Run 1, power grid:
Pins as bars on the die edge.
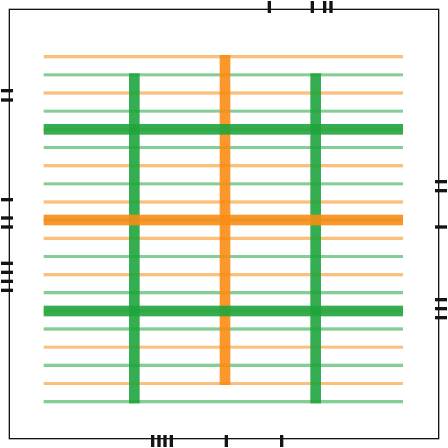
Run 1, where the registers sit:
Other sequential cells in the stronger gray, the rest of the logic in the fainter gray.
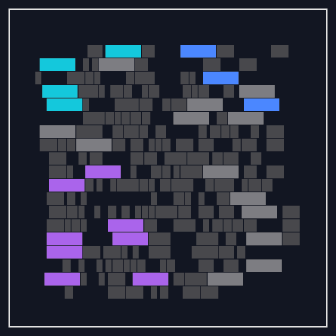
Run 1, logic cells by family:
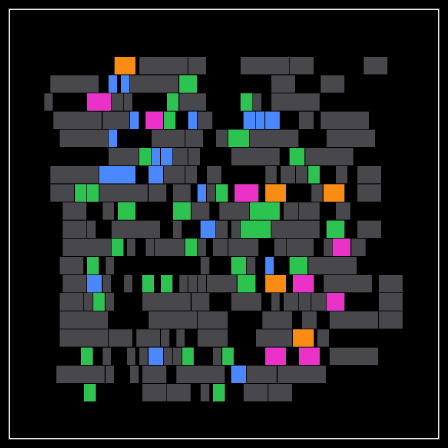
==> config.mk <==
export PLATFORM = sky130hd
export DESIGN_NAME = pe_ctrl_sequencer_flat
export DESIGN_NICKNAME = d
export VERILOG_FILES = /design/src/rtl/pe_ctrl_sequencer_if.sv /design/src/rtl/pe_ctrl_sequencer.sv /design/src/flat_wrapper.sv
export SDC_FILE = /design/constraint.sdc
export NUM_CORES = 1
export LEC_CHECK = 0
export CAP_MARGIN = 10
export CORE_MARGIN = 5
export CORE_UTILIZATION = 51
export DETAILED_ROUTE_END_ITERATION = 10
export HOLD_SLACK_MARGIN = 0.02
export PLACE_DENSITY_LB_ADDON = 0.15
export SETUP_SLACK_MARGIN = 0.5
export SLEW_MARGIN = 20
export SYNTH_ARGS = -nofsm -noshare
export SYNTH_HDL_FRONTEND = slang
export SYNTH_SLANG_ARGS = --single-unit
export TNS_END_PERCENT = 1
==> constraint.sdc <==
create_clock -name clk -period 3.85 [get_ports clk]
set_input_delay 0.385 -clock clk [delete_from_list [all_inputs] [get_ports clk]]
set_output_delay 0.385 -clock clk [all_outputs]
set_load 0.05 [all_outputs]
==> notes.md, run 1 <==
Notes on the flow outputs.

- From synthesis to final layout, the design area changed by 16.4%.
- For this run, the script counts the antenna cells in the layout as 0.
- Entering global routing, the biggest net connects 23 pins.
- The clock skew reads 0.00212 ns.
- The average vias per placed instance is 5.65.
- Summed over all layers, the global routing overflow is 0.
- The synthesized area reads 1490 um2.
- For this run, the slowest stage of the critical path takes 0.47 ns.
- The most area-hungry cell type in the Yosys netlist reads sky130_fd_sc_hd__dfxtp_1.
- The number of enable flip-flop cells reads 0.
- The setup slack after layout is 1.11 ns.
- The synthesized netlist net count is 195.
- The first-pass GRT wire length is 5520 um.
- The kind of path behind the tightest hold check is reg2reg.
- The cell that appears most often on the critical path is sky130_fd_sc_hd__ha_1.
- The clock share of power reads 0.241.
- The number of cells traversed by the worst hold path is 2.
- The TritonCTS clock tree is built.
- The number of warnings reported in the stage logs is 26.
- The longest clock path from root to sink contains 2 buffers.
- From the final report, the count of setup violators was given as 0.
- The routed wire length is 3090 um.
- The commonest register cell is sky130_fd_sc_hd__dfxtp_1.
- The sequential share of power is 0.628.
- The critical path required time reads 4.08 ns.
- In this run, post-CTS hold repair placed 0 buffers.
- Per the detail_route report, routed wire per instance is 13.8 um.
- The logic depth of the worst path, buffers included is 10.
- After synthesis, the most frequently instantiated cells are 28 x sky130_fd_sc_hd__dfxtp_1, 25 x sky130_fd_sc_hd__nand2_1, 14 x sky130_fd_sc_hd__a21oi_1.
- The worst endpoint data arrival time reads 2.97 ns.
- The cell with the most instances after synthesis reads sky130_fd_sc_hd__dfxtp_1.
- The slew at the pin closest to its max-slew limit reads 0.796 ns.
- Yosys reported that registers with async set or reset make up 0.
- The switching power as a share of total power reads 0.253.
- The count of maximum capacitance violations is 0.
- The yosys stat cell total reads 174.
- Per Yosys stat, the portion of area used by sequential elements is 0.375.
- The total of warnings raised by yosys reads 0.
- The share of total power in combinational logic reads 0.131.
- In this run the power spent charging and discharging nets is 122 uW.
- The flow ran to the end, and the final reports show no timing, DRC or antenna violations.
- In the final design database the tool counted 216 nets.
- The initial antenna violation count was 0.
- The CTS clock-pin slew for the worst setup and hold paths reads 0.14 ns.
- The synthesis-stage register bit count reads 28.
About 'power grid':
| color | net |
|---|---|
| green | VSS |
| orange | VDD |
signal pins: 25
met5 straps: 3
Chip Width: 64.1 um
CORE AREA: 2780 um2
Worst IR Drop VDD: 0.226 mV

About 'where the registers sit':
| color | name in the netlist | placed flops |
|---|---|---|
| purple | u_core.r_num | 8 |
| cyan | u_core.r_cnt | 4 |
| blue | u_core.bus.ctrl_out | 3 |
not colored: 13
register area: 561 um2
share of the core filled with cells in the final layout: 0.625
flip-flop and latch power: 304 uW
flip-flop and latch share of the layout cell area: 0.322

About 'logic cells by family':
| color | family | cells |
|---|---|---|
| blue | NOR gates | 18 |
| green | inverting AOI/OAI gates | 30 |
| magenta | AND-OR and OR-AND gates | 8 |
| orange | XOR/XNOR gates | 5 |
final instance count without filler cells: 224
multi-input gate share of total cell area: 0.495
Commonest Layout Cell: sky130_fd_sc_hd__dfxtp_1

run 1: cells by family (layout without fill, tap and decap cells):
kind of cell,count (synthesis),count (layout),share of synthesized area
flip-flops,28,28,0.375
adder cells (fa/ha/maj),10,10,0.0838
AND/OR/NAND/NOR,76,76,0.272
buffers and inverters,14,33,0.0486
multiplexers,2,2,0.0176
AND-OR/OR-AND,38,38,0.171
XOR/XNOR,5,5,0.0293
other,1,1,0.00251
run 1: layout make-up:
cell class                      count  share of cell area
Clock buffer                        3              0.0129
Inverter                            7              0.0151
Multi-Input combinational cell    132               0.495
Sequential cell                    28               0.322
Tap cell                           31              0.0223
Timing Repair Buffer               23               0.132
run 1: routing by layer:
layer | up-vias | part of all wire | GRT usage
met2 | 28 | 0.45 | 0.241
met4 | 0 | 0.015 | 0.0891
met3 | 6 | 0.047 | 0.0368
met5 | - | 0 | 0
li1 | 648 | - | -
met1 | 583 | 0.49 | 0.223
run 1: power groups by stage:
stage,combinational [uW],sequential [uW],clock (uW)
6_report,63.3,304,117
5_1_grt,70.5,306,138
4_1_cts,63.4,304,124
3_5_place_dp,62.9,310,0
3_3_place_gp,61.3,310,0
2_1_floorplan,39.8,313,0
run 1: tightest hold or removal path: stages (launching register included):
cell and delay, ns:
sky130_fd_sc_hd__dfxtp_1 0.33, sky130_fd_sc_hd__nand2_1 0.05, sky130_fd_sc_hd__a21oi_1 0.05
run 1: stage by stage:
stage	cells	cell area, um2	hold slack (ns)
2_1_floorplan	174	1490	0.426
3_3_place_gp	221	1720	0.445
3_5_place_dp	221	1720	0.451
4_1_cts	224	1740	0.470
5_1_grt	224	1740	0.495
6_report	224	1740	0.469
Run 1, placed cells, one color a class:
Scale bar: 20 um. Fill, decap, tap and diode cells in gray.
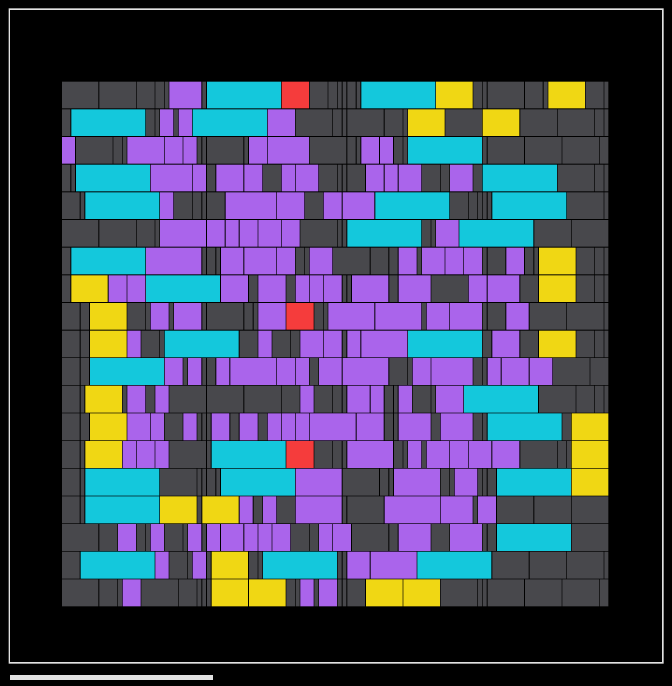

==> inputs of run 2 (changes only) <==
==> constraint.sdc (replaced) <==
create_clock -name clk -period 2.6 [get_ports clk]
set_input_delay 0.26 -clock clk [delete_from_list [all_inputs] [get_ports clk]]
set_output_delay 0.26 -clock clk [all_outputs]
set_load 0.05 [all_outputs]
Run 2, placed cells, one color a class:
Scale bar: 20 um. Fill, decap, tap and diode cells in gray.
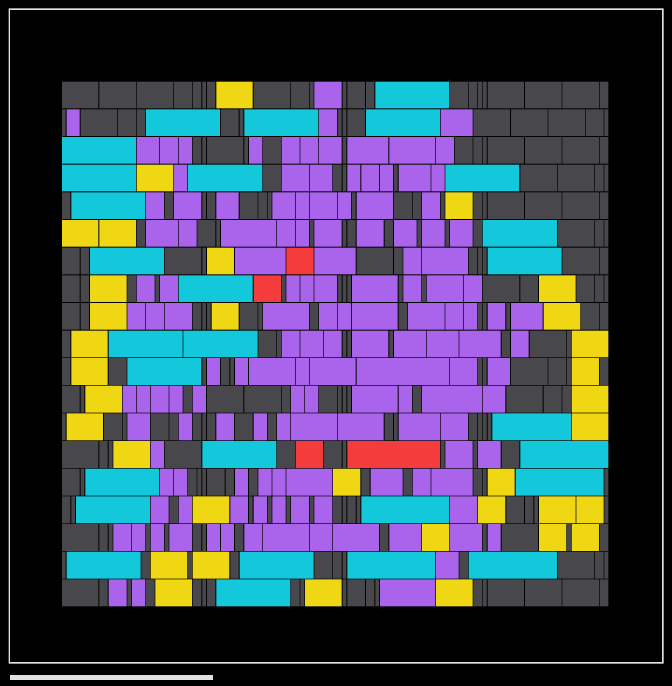
| color | class | cells |
|---|---|---|
| yellow | other buffers and delay cells | 34 |
| cyan | flops | 28 |
| red | clock drivers and dummy loads | 4 |
| purple | combinational and other logic | 139 |
share of the core filled with cells in the final layout: 0.688
number of cell rows: 19
final instance area: 1910 um2
flip-flop and latch share of the layout cell area: 0.303

Run 2, power grid:
Pins as bars on the die edge.
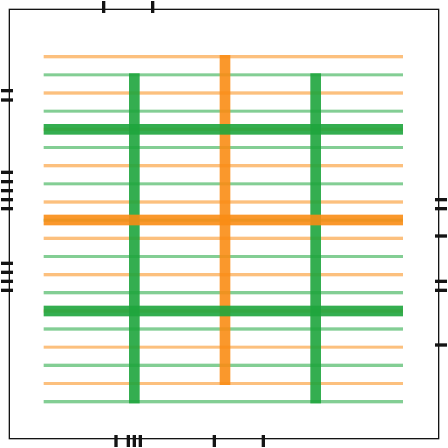
| color | net |
|---|---|
| orange | VDD |
| green | VSS |
met4 straps: 3
met5 straps: 3
met1 rails: 20
Worst IR Drop VDD: 0.416 mV
height of the die: 64.1 um

Run 2, the clock network:
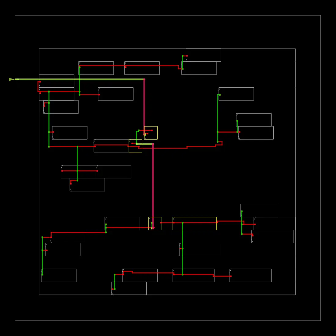
clock latency on the worst-skew pair: 0.33 ns
clock tree skew after final layout: 0.00869 ns
flip-flops: 28

==> notes.md, run 2 <==
Notes on the flow outputs.

- Counting flops with a built-in enable in the synthesized netlist gives 0.
- The post-synthesis compound-gate area fraction reads 0.171.
- The total cell area at the placement stage reads 1770 um2.
- The synthesis-stage register bit count reads 28.
- The combinational family with the most area after synthesis is simple AND/OR/NAND/NOR gates.
- The floorplan step set the die width to 64.1 um.
- The CTS clock-pin slew for the worst setup and hold paths reads 0.15 ns.
- The core footprint is 2780 um2.
- The most frequently used library cell after synthesis is sky130_fd_sc_hd__dfxtp_1.
- The first-pass GRT wire length reads 5820 um.
- The arrival time of data at the worst endpoint is listed as 2.61 ns.
- For this run, the script counts the antenna cells in the layout as 0.
- The number of cells traversed by the worst hold path is 2.
- The count of maximum capacitance violations reads 0.
- The synthesized netlist net count is 195.
- For this run, the number of Yosys warnings is 0.
- The switching power of the nets is 195 uW.
- The total setup violations reported at the end of the flow is 0.
- The largest stage delay on the critical path reads 0.39 ns.
- The synthesized design spends more area on one cell type than any other, namely sky130_fd_sc_hd__dfxtp_1.
- The worst hold slack reads 0.465 ns.
- The initial antenna violation count reads 0.
- The setup slack after layout is 0.222 ns.
- The post-synthesis xor/xnor area fraction reads 0.0293.
- The flow ran to the end, and the final reports show no timing, DRC or antenna violations.
- The synthesis report names the predominant flop master as sky130_fd_sc_hd__dfxtp_1.
- The power report attributes to the combinational group a share of 0.126.
- The average detailed-routed wire length per instance is 14.3 um.
- Measured against the total synthesized area, the mux share comes to 0.0176.
- The clock share of power is 0.312.
- The synthesized area reads 1490 um2.
- The average vias per placed instance is 5.75.
- The share of the Yosys chip area taken by registers is 0.375.
- Of the total synthesized cell area, the portion taken by full adders, half adders and majority gates is 0.0838.
- The aggregate global routing overflow reads 0.
- The leading cell type in the layout, fill and taps excluded is sky130_fd_sc_hd__nand2_1.
- Summed over all layers, the routed wires come to 3380 um.
- The via count of the first global-routing pass is 1,320.
- The slew at the pin closest to its max-slew limit reads 0.635 ns.
- Yosys reports that the most numerous cell types are 28 x sky130_fd_sc_hd__dfxtp_1, 25 x sky130_fd_sc_hd__nand2_1, 14 x sky130_fd_sc_hd__a21oi_1.
- The flow measured a signed area growth from synthesis to layout of 28.1%.
- The logic depth of the worst path, buffers included reads 10.
- Of the total power, the share spent switching nets is 0.245.
- The total tool warning count is 29.
- The yosys stat cell total reads 174.
- The largest net degree at the start of global routing is 18.
## run 2: layer usage
layer  track usage  wire length [um]
met5             0                 0
met4        0.0509                43
met3        0.0315               163
met2         0.278              1520
met1         0.230              1660
## run 2: layout make-up
cell class                 instances  area [um2]  share of cell area
inverter                           7        26.3              0.0137
sequential                        28         581               0.303
clock buffer                       4        47.5              0.0248
multi-input combinational        132         908               0.475
timing repair buffer              34         313               0.163
tap                               31        38.8              0.0203
## run 2: cell families (layout without fill, tap and decap cells)
kind of cell	Yosys count	count (layout)
xor+xnor	5	5
fa+ha+maj	10	10
mux	2	2
buf+inv	14	45
other cells	1	1
flops	28	28
compound gates	38	38
simple gates	76	76
## run 2: power groups by stage
stage / Combinational, uW / Sequential, uW / Clock (uW)
floorplan: 59.2 / 459 / 0
CTS: 99.5 / 445 / 254
detailed placement: 95.8 / 454 / 0
finish: 100 / 445 / 248
global placement: 93.8 / 454 / 0
global route: 111 / 447 / 276
## run 2: repair_timing
action,4_1_cts,5_1_grt
buffers inserted,9,0
gates resized,6,0
setup endpoints to repair,10,11
hold buffers,0,0
pin swaps,3,0
cloned,0,0
hold endpoints to repair,0,0
## run 2: per-stage QoR
step           cells  power [uW]
6_report         236         793
5_1_grt          236         834
4_1_cts          236         798
3_5_place_dp     223         550
3_3_place_gp     223         548
2_1_floorplan    174         518
No activity file was given, so power comes from the tool's default toggle rates.
